`src/rtl/alu_arbiter_if.sv`:
```
// Bundle of requester handshake, response and ALU datapath signals for alu_arbiter.
// The slave modport is the arbiter; the master modport is the requesters plus the ALU.
interface alu_arbiter_if;
  logic        req_valid_a;
  logic        req_valid_b;
  logic [4:0]  req_opcode_a;
  logic [4:0]  req_opcode_b;
  logic [31:0] req_op1_a;
  logic [31:0] req_op1_b;
  logic [31:0] req_op2_a;
  logic [31:0] req_op2_b;
  logic        req_ready_a;
  logic        req_ready_b;
  logic        resp_valid_a;
  logic        resp_valid_b;
  logic [31:0] resp_data;
  logic        resp_ovf;
  logic        resp_err;
  logic [5:0]  alu_command;
  logic [31:0] alu_op1;
  logic [31:0] alu_op2;
  logic [31:0] alu_result;
  logic        alu_ovf;

  modport master (
    output req_valid_a, req_valid_b, req_opcode_a, req_opcode_b,
    output req_op1_a, req_op1_b, req_op2_a, req_op2_b,
    output alu_result, alu_ovf,
    input  req_ready_a, req_ready_b, resp_valid_a, resp_valid_b,
    input  resp_data, resp_ovf, resp_err, alu_command, alu_op1, alu_op2
  );

  modport slave (
    input  req_valid_a, req_valid_b, req_opcode_a, req_opcode_b,
    input  req_op1_a, req_op1_b, req_op2_a, req_op2_b,
    input  alu_result, alu_ovf,
    output req_ready_a, req_ready_b, resp_valid_a, resp_valid_b,
    output resp_data, resp_ovf, resp_err, alu_command, alu_op1, alu_op2
  );
endinterface

```
`src/rtl/alu_arbiter.sv`:
```
// Round-robin sequencer sharing one combinational 32-bit ALU between requesters A and B.
// One operation in flight: IDLE accepts, ISSUE drives the ALU, RESP returns a one-cycle pulse.
module alu_arbiter (
  input  logic         clock,
  input  logic         reset_n,
  alu_arbiter_if.slave bus
);

  typedef enum logic [1:0] {StIdle, StIssue, StResp} state_e;

  state_e      r_state;
  logic        r_last_grant_b;
  logic        r_grant_b;
  logic [5:0]  r_alu_command;
  logic [31:0] r_alu_op1;
  logic [31:0] r_alu_op2;
  logic [31:0] r_resp_data;
  logic        r_resp_ovf;
  logic        r_resp_err;
  logic        r_resp_valid_a;
  logic        r_resp_valid_b;

  logic        w_grant_a;
  logic        w_grant_b;
  logic        w_ready_a;
  logic        w_ready_b;
  logic        w_accept;
  logic [4:0]  w_opcode;
  logic [31:0] w_op1;
  logic [31:0] w_op2;
  logic        w_opcode_ok;
  logic [5:0]  w_command;

  // On a tie the requester not granted most recently wins.
  always_comb begin
    w_grant_a   = bus.req_valid_a & (~bus.req_valid_b | r_last_grant_b);
    w_grant_b   = bus.req_valid_b & ~w_grant_a;
    w_ready_a   = reset_n & (r_state == StIdle) & w_grant_a;
    w_ready_b   = reset_n & (r_state == StIdle) & w_grant_b;
    w_accept    = w_ready_a | w_ready_b;
    w_opcode    = w_grant_b ? bus.req_opcode_b : bus.req_opcode_a;
    w_op1       = w_grant_b ? bus.req_op1_b : bus.req_op1_a;
    w_op2       = w_grant_b ? bus.req_op2_b : bus.req_op2_a;
    w_opcode_ok = (w_opcode <= 5'd5);
    w_command   = 6'b000001 << w_opcode[2:0];
  end

  always_ff @(posedge clock or negedge reset_n) begin
    if (!reset_n) begin
      r_state        <= StIdle;
      r_last_grant_b <= 1'b1;
      r_grant_b      <= 1'b0;
      r_alu_command  <= '0;
      r_alu_op1      <= '0;
      r_alu_op2      <= '0;
      r_resp_data    <= '0;
      r_resp_ovf     <= 1'b0;
      r_resp_err     <= 1'b0;
      r_resp_valid_a <= 1'b0;
      r_resp_valid_b <= 1'b0;
    end else begin
      unique case (r_state)
        StIdle: begin
          if (w_accept) begin
            r_alu_op1      <= w_op1;
            r_alu_op2      <= w_op2;
            r_grant_b      <= w_grant_b;
            r_last_grant_b <= w_grant_b;
            if (w_opcode_ok) begin
              r_alu_command <= w_command;
              r_state       <= StIssue;
            end else begin
              // Unsupported opcode bypasses the ALU and responds straight away.
              r_resp_data    <= '0;
              r_resp_ovf     <= 1'b0;
              r_resp_err     <= 1'b1;
              r_resp_valid_a <= ~w_grant_b;
              r_resp_valid_b <= w_grant_b;
              r_state        <= StResp;
            end
          end
        end
        StIssue: begin
          r_alu_command  <= '0;
          r_resp_data    <= bus.alu_result;
          r_resp_ovf     <= bus.alu_ovf;
          r_resp_err     <= 1'b0;
          r_resp_valid_a <= ~r_grant_b;
          r_resp_valid_b <= r_grant_b;
          r_state        <= StResp;
        end
        StResp: begin
          r_resp_valid_a <= 1'b0;
          r_resp_valid_b <= 1'b0;
          r_state        <= StIdle;
        end
        default: begin
          r_alu_command  <= '0;
          r_resp_valid_a <= 1'b0;
          r_resp_valid_b <= 1'b0;
          r_state        <= StIdle;
        end
      endcase
    end
  end

  assign bus.req_ready_a  = w_ready_a;
  assign bus.req_ready_b  = w_ready_b;
  assign bus.resp_valid_a = r_resp_valid_a;
  assign bus.resp_valid_b = r_resp_valid_b;
  assign bus.resp_data    = r_resp_data;
  assign bus.resp_ovf     = r_resp_ovf;
  assign bus.resp_err     = r_resp_err;
  assign bus.alu_command  = r_alu_command;
  assign bus.alu_op1      = r_alu_op1;
  assign bus.alu_op2      = r_alu_op2;

endmodule

```
`src/flat_wrapper.sv`:
```
// flat-port wrapper written by rule: the top's interface ports become plain ports
module alu_arbiter_flat 
  (clock, reset_n, bus_req_valid_a, bus_req_valid_b, bus_req_opcode_a, bus_req_opcode_b, bus_req_op1_a, bus_req_op1_b, bus_req_op2_a, bus_req_op2_b, bus_alu_result, bus_alu_ovf, bus_req_ready_a, bus_req_ready_b, bus_resp_valid_a, bus_resp_valid_b, bus_resp_data, bus_resp_ovf, bus_resp_err, bus_alu_command, bus_alu_op1, bus_alu_op2);
  alu_arbiter_if bus_i ();
  input  logic clock;
  input  logic reset_n;
  input wire logic [$bits(bus_i.req_valid_a)-1:0] bus_req_valid_a;
  input wire logic [$bits(bus_i.req_valid_b)-1:0] bus_req_valid_b;
  input wire logic [$bits(bus_i.req_opcode_a)-1:0] bus_req_opcode_a;
  input wire logic [$bits(bus_i.req_opcode_b)-1:0] bus_req_opcode_b;
  input wire logic [$bits(bus_i.req_op1_a)-1:0] bus_req_op1_a;
  input wire logic [$bits(bus_i.req_op1_b)-1:0] bus_req_op1_b;
  input wire logic [$bits(bus_i.req_op2_a)-1:0] bus_req_op2_a;
  input wire logic [$bits(bus_i.req_op2_b)-1:0] bus_req_op2_b;
  input wire logic [$bits(bus_i.alu_result)-1:0] bus_alu_result;
  input wire logic [$bits(bus_i.alu_ovf)-1:0] bus_alu_ovf;
  output wire logic [$bits(bus_i.req_ready_a)-1:0] bus_req_ready_a;
  output wire logic [$bits(bus_i.req_ready_b)-1:0] bus_req_ready_b;
  output wire logic [$bits(bus_i.resp_valid_a)-1:0] bus_resp_valid_a;
  output wire logic [$bits(bus_i.resp_valid_b)-1:0] bus_resp_valid_b;
  output wire logic [$bits(bus_i.resp_data)-1:0] bus_resp_data;
  output wire logic [$bits(bus_i.resp_ovf)-1:0] bus_resp_ovf;
  output wire logic [$bits(bus_i.resp_err)-1:0] bus_resp_err;
  output wire logic [$bits(bus_i.alu_command)-1:0] bus_alu_command;
  output wire logic [$bits(bus_i.alu_op1)-1:0] bus_alu_op1;
  output wire logic [$bits(bus_i.alu_op2)-1:0] bus_alu_op2;
  assign bus_i.req_valid_a = bus_req_valid_a;
  assign bus_i.req_valid_b = bus_req_valid_b;
  assign bus_i.req_opcode_a = bus_req_opcode_a;
  assign bus_i.req_opcode_b = bus_req_opcode_b;
  assign bus_i.req_op1_a = bus_req_op1_a;
  assign bus_i.req_op1_b = bus_req_op1_b;
  assign bus_i.req_op2_a = bus_req_op2_a;
  assign bus_i.req_op2_b = bus_req_op2_b;
  assign bus_i.alu_result = bus_alu_result;
  assign bus_i.alu_ovf = bus_alu_ovf;
  assign bus_req_ready_a = bus_i.req_ready_a;
  assign bus_req_ready_b = bus_i.req_ready_b;
  assign bus_resp_valid_a = bus_i.resp_valid_a;
  assign bus_resp_valid_b = bus_i.resp_valid_b;
  assign bus_resp_data = bus_i.resp_data;
  assign bus_resp_ovf = bus_i.resp_ovf;
  assign bus_resp_err = bus_i.resp_err;
  assign bus_alu_command = bus_i.alu_command;
  assign bus_alu_op1 = bus_i.alu_op1;
  assign bus_alu_op2 = bus_i.alu_op2;
  alu_arbiter u_core (.clock(clock), .reset_n(reset_n), .bus(bus_i));
endmodule
```
`config.mk`:
```
export PLATFORM = sky130hd
export DESIGN_NAME = alu_arbiter_flat
export DESIGN_NICKNAME = d
export VERILOG_FILES = /design/src/rtl/alu_arbiter_if.sv /design/src/rtl/alu_arbiter.sv /design/src/flat_wrapper.sv
export SDC_FILE = /design/constraint.sdc
export NUM_CORES = 1
export LEC_CHECK = 0
export CELL_PAD_IN_SITES_DETAIL_PLACEMENT = 1
export CELL_PAD_IN_SITES_GLOBAL_PLACEMENT = 2
export CORE_AREA = 2 2 154 156
export CTS_CLUSTER_DIAMETER = 200
export DETAILED_ROUTE_END_ITERATION = 12
export DIE_AREA = 0 0 156 158
export PLACE_DENSITY = 0.9
export SLEW_MARGIN = 20
export SYNTH_ARGS = -nofsm -noshare
export SYNTH_HDL_FRONTEND = slang
export SYNTH_SLANG_ARGS = --single-unit
```
`constraint.sdc`:
```
create_clock -name clock -period 3.3 [get_ports clock]
set_clock_uncertainty 0.2 [all_clocks]
set_input_delay 0.825 -clock clock [delete_from_list [all_inputs] [get_ports clock]]
set_output_delay 0.825 -clock clock [all_outputs]
set_load 0.1 [all_outputs]
```
**Run 1: clock network drawn from the DEF**

Drawn at 4 px/um.
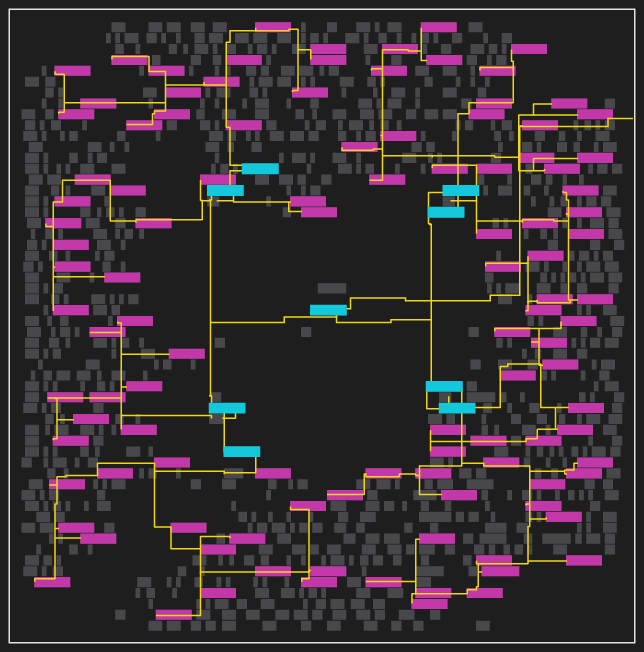
Key: flip-flops = magenta [count 110]; clock wires = yellow [length 1680 um]; cells driving clock nets = cyan [count 9]
Position of the flops: widely spread. There are 10 routed clock nets.

**Run 1: clock nets**

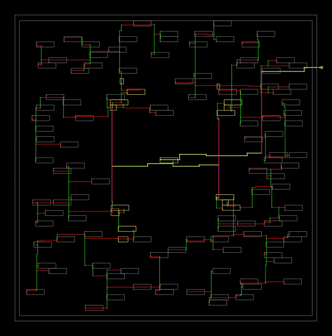
CTS Sinks: 110
clock buffer instance count of the final layout: 11
count of sequential standard cells: 110

==> impl_metrics.csv, run 1 <==
group,metric,value,unit
floorplan,chip_area,24600,um^2
floorplan,core_area,23100,um^2
worst_setup_path,crit_path_end_kind,"output port",
timing,period_minus_slack,3.10,ns
cells_and_area,fraction_of_area_in_registers,34.1,%
clock_network,cts_tree,"built",
cells_and_area,comb_area_share,24.7,%
clock_network,post_cts_resize_count,0,
timing,post-route-period-util,94.0,%
clock_network,worst_setup_hold_path_clk_slew,0.07,ns
cells_and_area,ratio_of_cells_with_drive_above_1_in_the_final_layout,18.3,%
min_path,timing.hold.worst_endpoint,"u_core.bus.resp_err$_DFFE_PN0P_",
clock_network,clock_tree.root_cell,"sky130_fd_sc_hd__clkbuf_16",
yosys,ys_cells,563,
detailed_routing,via_density_per_instance,4.39,
timing,max-slew-margin-rel,40.3,%
timing,final-hold-violation-count,0,
min_path,whs_path_depth,1,
worst_setup_path,path_max_fanout,5,
yosys,largest_area_cell,"sky130_fd_sc_hd__dfrtp_1",
detailed_routing,drc,0,
yosys,postSynthSeqShare,55.4,%
cells_and_area,fillerInstances,2712,
cells_and_area,final_layout_top_logic_cells,"197 x sky130_fd_sc_hd__nand2_1, 173 x sky130_fd_sc_hd__clkdlybuf4s50_1, 116 x sky130_fd_sc_hd__buf_4, 109 x sky130_fd_sc_hd__dfrtp_1, 67 x sky130_fd_sc_hd__nor2_1",
yosys,avgSynthCellArea,8.84,um^2
yosys,yosys.area_share.aoi,14.2,%
floorplan,floorplan.die.height,158,um
yosys,edf_count,0,
min_path,hold_path.startpoint,"u_core.bus.resp_err$_DFFE_PN0P_",
yosys,xor_area_share,0,%
cells_and_area,layout_top_cell,"sky130_fd_sc_hd__nand2_1",
worst_setup_path,timing.critical_path.max_delay_family,"buffers and inverters",
cells_and_area,layout.comb_gates.multi_input,409,
timing,timing.final.max_slew_violations,0,
cells_and_area,combGateArea,2000,um^2
detailed_routing,detail_route.iter0.violations,189,
timing,finalSetupViolCount,0,
worst_setup_path,path_depth,4,
status,run_status,"completed",
worst_setup_path,setup.reg_to_reg.worst_slack,0.90,ns
floorplan,ios,283,
worst_setup_path,worst_path_largest_cell_delay,0.61,ns
cells_and_area,signal_buffers,293,
clock_network,clk_path_buf_depth,2,
yosys,fraction_of_registers_with_async_set_reset,100,%
worst_setup_path,critical_path_buf_inv_count,2,
worst_setup_path,crit_path_start_kind,"input pin",
cells_and_area,bufAreaShareNonClock,33.2,%
grt,grt_first_pass_wirelength,27.4,mm
**Run 1: cell area per tile**

Drawn at 2 px/um. The die is cut into 16 by 16 equal tiles; black is low, pale yellow is high, 0 to 100% covered.
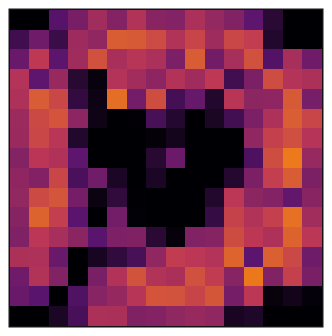
The emptiest ninth of the die: center. 18% of the tiles are nearly empty. The mean over all tiles is 31%. The fullest tile reaches 69%.

## run 1: stage by stage
| stage | cell area [um^2] | hold WS [ns] |
|---|---|---|
| final | 8090 | 0.292 |
| after global routing | 8090 | 0.335 |
| after CTS | 8090 | 0.290 |
| after detailed placement | 7800 | 0.274 |
| after global placement | 7800 | 0.263 |
| after floorplan | 4980 | 0.291 |
## run 1: sequential cells by signal (all words and copies together), names as in the netlist, 2 cells and up
register and count:
u_core.bus.alu_op2 32, u_core.bus.resp_data 32, u_core.r_state 2, u_core.bus.alu_op1 32
u_core.bus.alu_command 6
## run 1: metal layers
layer	global-route usage, %	routed length, um	share of wire [%]
met5	0	0	0
met4	3.54	166	0.92
met3	4.30	1370	7.5
met2	24.7	8880	49
met1	17.2	7720	43
**Run 1: signal wires on met1**

Drawn at 3 px/um. Cells faint in the background.
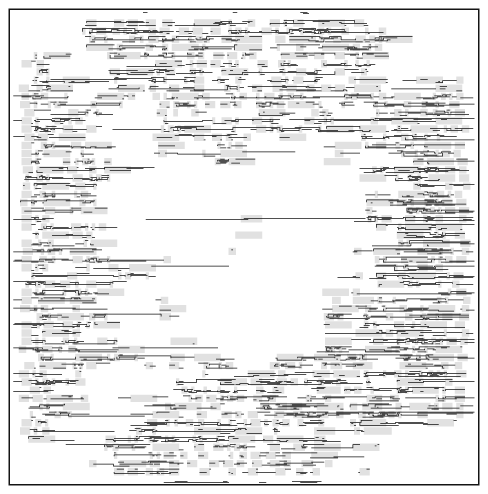

==> run 1 -> run 2 <==
Settings changed: ABC_AREA from default to 1, CORE_AREA 2 2 154 156 to 2 2 121 123, DIE_AREA 0 0 156 158 to 0 0 123 125, DONT_BUFFER_PORTS from default to 1, PLACE_DENSITY 0.9 to 0.88.
**Run 2: signal wires on met1**

Drawn at 4 px/um. Cells faint in the background.
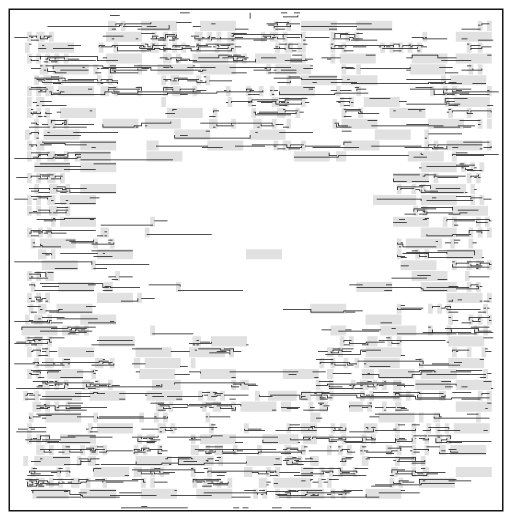
The layer carries 5130 um of wire. The wires run mostly horizontal. The longest straight run is 24.8 um.

**Run 2: placement by cell class**

Drawn at 3 px/um. Fill, decap, tap and diode cells in gray.
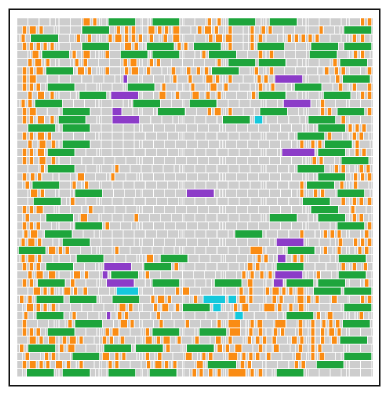
Key: clock drivers and dummy loads = purple [cells 16, share of their area 5.8%]; other buffers and delay cells = cyan [cells 6, share of their area 1.4%]; all other logic = orange [cells 442, share of their area 38%]; flops = green [cells 110, share of their area 55%]

**Run 2: clock network drawn from the DEF**

Drawn at 4 px/um.
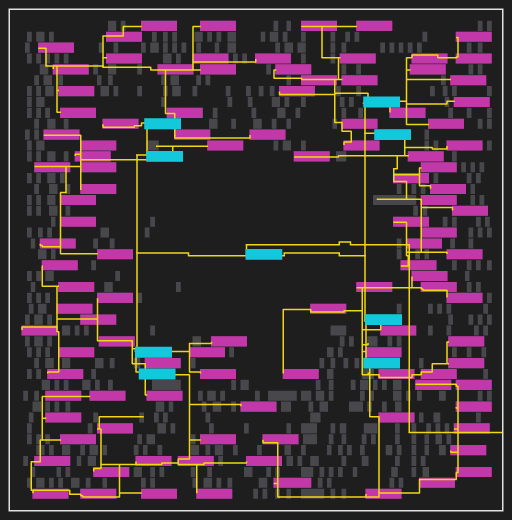
Key: clock wires = yellow [length 1490 um]; flip-flops = magenta [count 110]; cells driving clock nets = cyan [count 9]
Position of the flops: widely spread.

==> run 2 against run 1 <==
Net effect: the flow now finishes with violations (hold timing); synthesized area down 2.5%; maximum frequency up 13%; first-iteration DRC count up 12%; sequential share of layout area up 18 points; non-clock buffer count down 287; worst hold slack worse by 0.32 ns; clock-buffer cell count unchanged; final cell count down 32%; setup slack better by 0.36 ns.
==> impl_metrics.csv, run 2 <==
group,metric,value,unit
cells_and_area,layout.comb_gates.multi_input,429,
cells_and_area,comb_area_share,35.3,%
cells_and_area,signal_buffers,6,
cells_and_area,largest_class,"registers",
status,failed_checks,"hold timing",
worst_setup_path,timing.critical_path.max_delay_family,"simple AND/OR/NAND/NOR gates",
cells_and_area,final_net_count,744,
worst_setup_path,path_depth,4,
clock_network,cts_tree,"built",
timing,final-hold-violation-count,93,
floorplan,ios,283,
yosys,largest_area_cell,"sky130_fd_sc_hd__dfrtp_1",
grt,grt_first_pass_wirelength,21.7,mm
placement,dpl.cell_count,742,
cells_and_area,postLayoutCellArea,5250,um^2
clock_network,post_cts_resize_count,0,
cells_and_area,final_layout_top_logic_cells,"269 x sky130_fd_sc_hd__nand2_1, 109 x sky130_fd_sc_hd__dfrtp_1, 70 x sky130_fd_sc_hd__nor2_1, 64 x sky130_fd_sc_hd__a31oi_1, 12 x sky130_fd_sc_hd__inv_1",
clock_network,worst_setup_hold_path_clk_slew,0.07,ns
detailed_routing,via_density_per_instance,5.19,
cells_and_area,combGateArea,1850,um^2
timing,period_minus_slack,2.74,ns
yosys,avgSynthCellArea,8.28,um^2
timing,finalHoldWorstSlack,-0.0289,ns
status,run_status,"finished with violations",
cells_and_area,inv_count,13,
clock_network,cts.sinks,110,
detailed_routing,detail_route.iter0.violations,212,
clock_network,clk_path_buf_depth,2,
yosys,postSynthSeqShare,56.8,%
timing,post-route-period-util,83.0,%
yosys,ys_cells,586,
worst_setup_path,crit_path_end_kind,"output port",
clock_network,clock_tree.root_cell,"sky130_fd_sc_hd__clkbuf_16",
detailed_routing,drc,0,
placement,dpl_cell_area,4950,um^2
cells_and_area,ratio_of_cells_with_drive_above_1_in_the_final_layout,5.40,%
floorplan,chip_area,15400,um^2
cells_and_area,n_sequential_cell,110,
worst_setup_path,crit_path_start_kind,"flip-flop",
worst_setup_path,path_max_fanout,7,
placement,dp_slack,0.633,ns
yosys,fraction_of_registers_with_async_set_reset,100,%
cells_and_area,fillerInstances,1695,
timing,finalSetupViolCount,0,
yosys,edf_count,0,
cells_and_area,layout_top_cell,"sky130_fd_sc_hd__nand2_1",
cells_and_area,bufAreaShareNonClock,1.34,%
worst_setup_path,worst_path_largest_cell_delay,0.39,ns
## run 2: kinds of logic after synthesis
group / Yosys count / share of synthesized area [%]
flip-flops: 110 / 56.8
AND/OR/NAND/NOR: 358 / 28.7
buffers and inverters: 47 / 5.18
AND-OR/OR-AND: 71 / 9.31
## run 2: routing by layer
metal | GRT usage (%) | wire, um | vias to the layer above
met5 | 0 | 0 | -
met4 | 7.55 | 408 | 0
met3 | 6.98 | 1620 | 27
met2 | 30.8 | 6810 | 195
met1 | 19.4 | 5130 | 1865
li1 | - | - | 1845
**Run 2: cell area per tile**

Drawn at 2 px/um. The die is cut into 12 by 12 equal tiles; black is low, pale yellow is high, 0 to 100% covered.
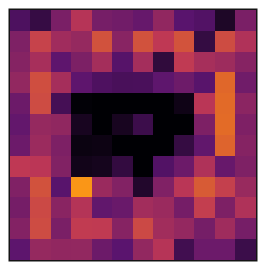

==> run 2 -> run 3 <==
Settings changed: CORE_AREA 2 2 121 123 to 2 2 125 127, DIE_AREA 0 0 123 125 to 0 0 127 129, PLACE_DENSITY 0.88 to 0.83.
Clock period 3.3 ns to 2.74 ns, I/O delays scaled along.
**Run 3: cell area per tile**

Drawn at 2 px/um. The die is cut into 13 by 13 equal tiles; black is low, pale yellow is high, 0 to 100% covered.
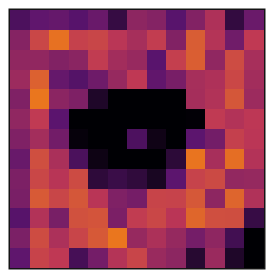
The emptiest ninth of the die: center. The mean over all tiles is 36%. 12% of the tiles are nearly empty. The fullest tile reaches 69%.

**Run 3: clock nets**

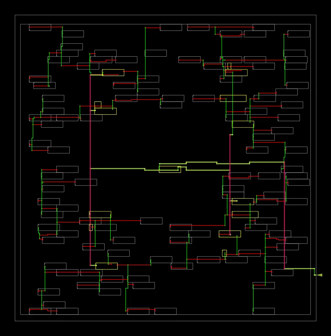
Insertion Delay late pin: 0.34 ns
TritonCTS Buffers: 9

==> run 3 against run 2 <==
Net effect: the run still ends with hold timing left; design area grew 16%; clock-buffer cell count is the same; non-clock buffer count grew 108; synthesized cell count is the same; largest cell class unchanged.
==> impl_metrics.csv, run 3 <==
group,metric,value,unit
status,run_status,"finished with violations",
status,failed_checks,"hold timing",
placement,dp_slack,0.342,ns
cells_and_area,combGateArea,1850,um^2
floorplan,ios,283,
worst_setup_path,path_max_fanout,7,
detailed_routing,dr_wl_met3,1.33,mm
placement,dpl.cell_count,854,
grt,grt.met1_usage,20.8,%
worst_setup_path,crit_path_start_kind,"flip-flop",
timing,final-hold-violation-count,109,
yosys,largest_area_cell,"sky130_fd_sc_hd__dfrtp_1",
worst_setup_path,worst_path_largest_cell_delay,0.39,ns
clock_network,cts.sinks,110,
yosys,avgSynthCellArea,8.28,um^2
floorplan,chip_area,16400,um^2
grt,grt-busiest-layer,"met2",
cells_and_area,postLayoutCellArea,6100,um^2
detailed_routing,met2_wl,7.39,mm
timing,finalHoldWorstSlack,-0.170,ns
cells_and_area,layout_top_cell,"sky130_fd_sc_hd__nand2_1",
timing,period_minus_slack,2.61,ns
grt,grt_first_pass_wirelength,23.2,mm
timing,post-route-period-util,95.4,%
cells_and_area,ratio_of_cells_with_drive_above_1_in_the_final_layout,20.3,%
clock_network,cts_tree,"built",
yosys,postSynthSeqShare,56.8,%
detailed_routing,highest_layer,"met4",
yosys,ys_cells,586,
cells_and_area,final_net_count,852,
yosys,fraction_of_registers_with_async_set_reset,100,%
placement,dpl_cell_area,5800,um^2
clock_network,post_cts_resize_count,0,
grt,grt.met3_usage,5.99,%
worst_setup_path,timing.critical_path.max_delay_family,"simple AND/OR/NAND/NOR gates",
**Run 3: placement by cell class**

Drawn at 3 px/um. Fill, decap, tap and diode cells in gray.
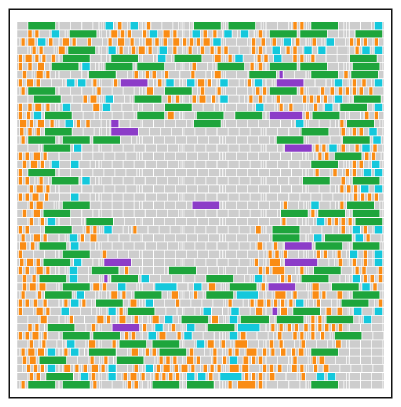
Key: other buffers and delay cells = cyan [cells 114, share of their area 15%]; all other logic = orange [cells 442, share of their area 32%]; flops = green [cells 110, share of their area 47%]; clock drivers and dummy loads = purple [cells 15, share of their area 5.2%]

-- run 3: worst max path at each step --
stage               slack (ns)  cells past startpoint                              endpoint
global route              0.01                      4                       bus_req_ready_a
floorplan                 0.22                      4                       bus_req_ready_b
detailed placement        0.34                      9  u_core.bus.resp_data[20]$_DFFE_PN0P_
global placement          0.41                      5                       bus_req_ready_b
CTS                       0.09                      4                       bus_req_ready_a
finish                    0.13                      4                       bus_req_ready_a
-- run 3: cell families after synthesis --
logic type             Yosys count  synth area share [%]
and+or+nand+nor                358                  28.7
DFF                            110                  56.8
buffers and inverters           47                  5.18
AOI/OAI and AO/OA               71                  9.31
-- run 3: area by class of cell --
class,count,area share [%]
tap,188,3.86
sequential,110,45.1
inverter,13,0.800
clock buffer,11,3.81
clock inverter,4,1.19
multi-input combinational,429,30.4
timing repair buffer,114,14.8
